`src/rtl/exe_divider.sv`:
```
// Iterative restoring divider for DIV/DIVU in the EXE stage.
// One quotient bit per cycle on operand magnitudes, sign fix-up applied in a final cycle.
module exe_divider #(
    parameter int WIDTH = 32
) (
    input  logic             clk,
    input  logic             rst,
    input  logic             start,
    input  logic             is_signed,
    input  logic [WIDTH-1:0] a,
    input  logic [WIDTH-1:0] b,
    output logic             busy,
    output logic             done,
    output logic [WIDTH-1:0] quotient,
    output logic [WIDTH-1:0] remainder,
    output logic             div_by_zero
);

    localparam int CNT_W = (WIDTH > 1) ? $clog2(WIDTH) : 1;
    localparam logic [CNT_W-1:0] LAST_STEP = CNT_W'(WIDTH - 1);

    typedef enum logic [1:0] {
        S_IDLE,
        S_RUN,
        S_FINISH
    } state_t;

    state_t           r_state;
    logic [WIDTH-1:0] r_rem;
    logic [WIDTH-1:0] r_dvd;
    logic [WIDTH-1:0] r_dvs;
    logic [WIDTH-1:0] r_a_raw;
    logic [CNT_W-1:0] r_count;
    logic             r_q_neg;
    logic             r_r_neg;
    logic             r_b_zero;
    logic             r_busy;
    logic             r_done;
    logic [WIDTH-1:0] r_quot;
    logic [WIDTH-1:0] r_remo;
    logic             r_dbz;

    logic [WIDTH-1:0] w_a_mag;
    logic [WIDTH-1:0] w_b_mag;
    logic [WIDTH:0]   w_shift;
    logic [WIDTH+1:0] w_trial;
    logic             w_ge;
    logic [WIDTH-1:0] w_quot_fix;
    logic [WIDTH-1:0] w_rem_fix;

    // Magnitude of 0x80..0 stays 0x80..0, read as unsigned 2^(WIDTH-1).
    assign w_a_mag = (is_signed && a[WIDTH-1]) ? -a : a;
    assign w_b_mag = (is_signed && b[WIDTH-1]) ? -b : b;

    // The extra top bit of the trial difference acts as the borrow.
    assign w_shift = {r_rem, r_dvd[WIDTH-1]};
    assign w_trial = {1'b0, w_shift} - {2'b00, r_dvs};
    assign w_ge    = ~w_trial[WIDTH+1];

    assign w_quot_fix = r_q_neg ? -r_dvd : r_dvd;
    assign w_rem_fix  = r_r_neg ? -r_rem : r_rem;

    always_ff @(posedge clk) begin
        if (rst) begin
            r_state  <= S_IDLE;
            r_rem    <= '0;
            r_dvd    <= '0;
            r_dvs    <= '0;
            r_a_raw  <= '0;
            r_count  <= '0;
            r_q_neg  <= 1'b0;
            r_r_neg  <= 1'b0;
            r_b_zero <= 1'b0;
            r_busy   <= 1'b0;
            r_done   <= 1'b0;
            r_quot   <= '0;
            r_remo   <= '0;
            r_dbz    <= 1'b0;
        end else begin
            r_done <= 1'b0;
            case (r_state)
                S_IDLE: begin
                    if (start) begin
                        r_dvd    <= w_a_mag;
                        r_dvs    <= w_b_mag;
                        r_a_raw  <= a;
                        r_b_zero <= (b == '0);
                        r_q_neg  <= is_signed & (a[WIDTH-1] ^ b[WIDTH-1]);
                        r_r_neg  <= is_signed & a[WIDTH-1];
                        r_rem    <= '0;
                        r_count  <= '0;
                        r_busy   <= 1'b1;
                        r_state  <= S_RUN;
                    end
                end
                S_RUN: begin
                    r_rem   <= w_ge ? w_trial[WIDTH-1:0] : w_shift[WIDTH-1:0];
                    r_dvd   <= {r_dvd[WIDTH-2:0], w_ge};
                    r_count <= r_count + 1'b1;
                    if (r_count == LAST_STEP) begin
                        // Release the pipeline as the result cycle begins.
                        r_busy  <= 1'b0;
                        r_state <= S_FINISH;
                    end
                end
                S_FINISH: begin
                    r_quot  <= r_b_zero ? '1 : w_quot_fix;
                    r_remo  <= r_b_zero ? r_a_raw : w_rem_fix;
                    r_dbz   <= r_b_zero;
                    r_done  <= 1'b1;
                    r_state <= S_IDLE;
                end
                default: begin
                    r_busy  <= 1'b0;
                    r_state <= S_IDLE;
                end
            endcase
        end
    end

    assign busy        = r_busy;
    assign done        = r_done;
    assign quotient    = r_quot;
    assign remainder   = r_remo;
    assign div_by_zero = r_dbz;

endmodule

```
`config.mk`:
```
export PLATFORM = sky130hd
export DESIGN_NAME = exe_divider
export DESIGN_NICKNAME = d
export VERILOG_FILES = /design/src/rtl/exe_divider.sv
export SDC_FILE = /design/constraint.sdc
export NUM_CORES = 1
export LEC_CHECK = 0
export CORE_MARGIN = 5
export CORE_UTILIZATION = 43
export DETAILED_ROUTE_END_ITERATION = 7
export SLEW_MARGIN = 15
export SYNTH_ARGS = -nofsm -noshare
export SYNTH_HDL_FRONTEND = slang
export SYNTH_SLANG_ARGS = --single-unit
```
`constraint.sdc`:
```
create_clock -name clk -period 3.7 [get_ports clk]
set_input_delay 0.74 -clock clk [delete_from_list [all_inputs] [get_ports clk]]
set_output_delay 0.74 -clock clk [all_outputs]
set_load 0.005 [all_outputs]
```
### M1 wires

Scale bar: 50 um. Supply wires on this layer in gray.
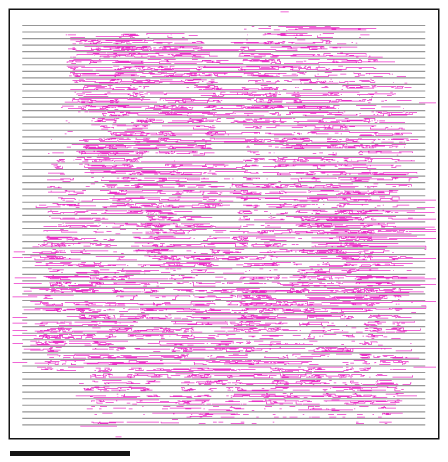
The wires run mostly horizontal. The longest straight run is 49.7 um. 1667 nets have wire on it.

### Metal 3

Scale bar: 50 um. Cells faint in the background.
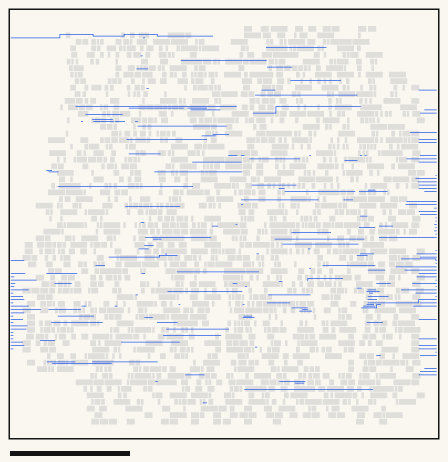
The longest straight run is 66.7 um. The layer carries 1970 um of wire. 158 nets have wire on it. The layer holds 5.3% of the routed length.

==> run notes <==
State of the implementation.

- The total of warnings raised by yosys is 0, for reference.
- The first global-routing pass estimated 58.9 mm of wire.
- Looking at the reg2reg group, the worst path ends at r_rem[4]$_SDFFE_PP0P_.
- The report puts the cell count of the worst reg-to-reg path at 11.
- The main area contributors are sky130_fd_sc_hd__dfxtp_1 34%, sky130_fd_sc_hd__nand2_1 8.6%, sky130_fd_sc_hd__a21oi_1 6.3%.
- The critical path startpoint is r_rem[5]$_SDFFE_PP0P_, for reference.
- The run finished with clean final reports.
- The final worst setup slack is 441 ps, for reference.
- The met3 global-route usage is 3.07%, for reference.
- Grouping non-sequential cells by family puts the most area in AND-OR/OR-AND gates.
- In the synthesized netlist, mux cells make up 2.15% of the area.
- Per the STA report, the cell with the highest stage delay on the worst path is sky130_fd_sc_hd__dfxtp_1.
- The synthesized area per cell is 7.62 um^2, for reference.
- Per the detail_route log, met3 wirelength is 1.97 mm.
- The final worst hold slack is 451 ps, for reference.
- The clock tree has to reach 205 sinks.
- The clock tree from TritonCTS is built, for reference.
- For this block, wires on met1 add up to 17.4 mm.
- Signal nets in the final route climb as high as met4.
- The floorplan has 61 rows.
- The area of the mapped netlist is 12100 um^2, for reference.
- The sum of buffers and inverters on the critical path is 2, for reference.
- After routing, the total negative slack on setup checks comes to 0 ps.
- STA classifies the critical path startpoint as a register.
- The worst path needs 3260 ps of the cycle, external delays included.
- Counting flops with a built-in enable in the synthesized netlist gives 0.
### Congestion heat map

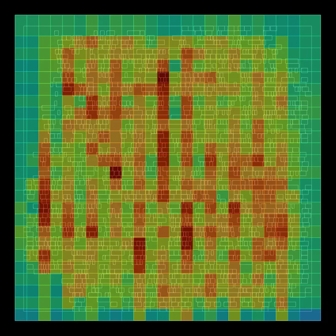
met1 usage in global routing: 32.4%
GR met2 Demand/Resource: 36.6%
final core area utilization: 52.9%
routed length per placed instance: 17.9 um
overall fraction of global-route tracks in use: 23.1%

### Zoomed window

Scale bar: 10 um. Window x 113 to 153, y 24 to 64 um. Cells in gray, sequential cells in the stronger gray; small squares are vias.
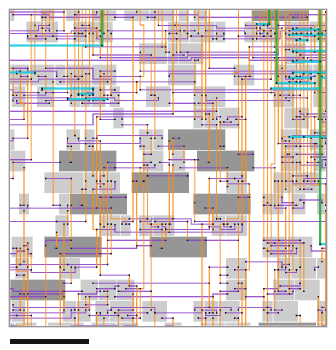
Orange is met2. Purple is met1. Green is met4. Cyan is met3.
Most frequent: nand2_1 (16), a21oi_1 (13), a22oi_1 (11). Netlist names of flops here include r_dvd (10). 112 logic cells have their middle in the window. Sequential cells in the window: 10.

state kept, by name, summed over array words and instances, names as in the netlist:
register and flops:
div_by_zero 1, r_rem 32, done 1, busy 1, r_b_zero 1, r_q_neg 1
r_count 5, r_state 2, r_r_neg 1, quotient 32, r_dvs 32, r_dvd 32
remainder 32, r_a_raw 32
power by group:
part	internal, mW	switching [mW]	leakage, nW	total (mW)
sequential	2.29	0.0900	1.67	2.38
combinational	0.383	0.557	3.28	0.940
clock	1.52	0.936	0.392	2.45
area by class of cell:
cell class	count	share of cell area, %
clock buffers	35	4.50
clock inverters	7	0.996
inverters	54	1.38
multi-input cells	1232	50.7
flip-flops and latches	205	27.9
well taps	378	3.22
repair buffers	168	11.3
Power is estimated from default activity; no workload was simulated.
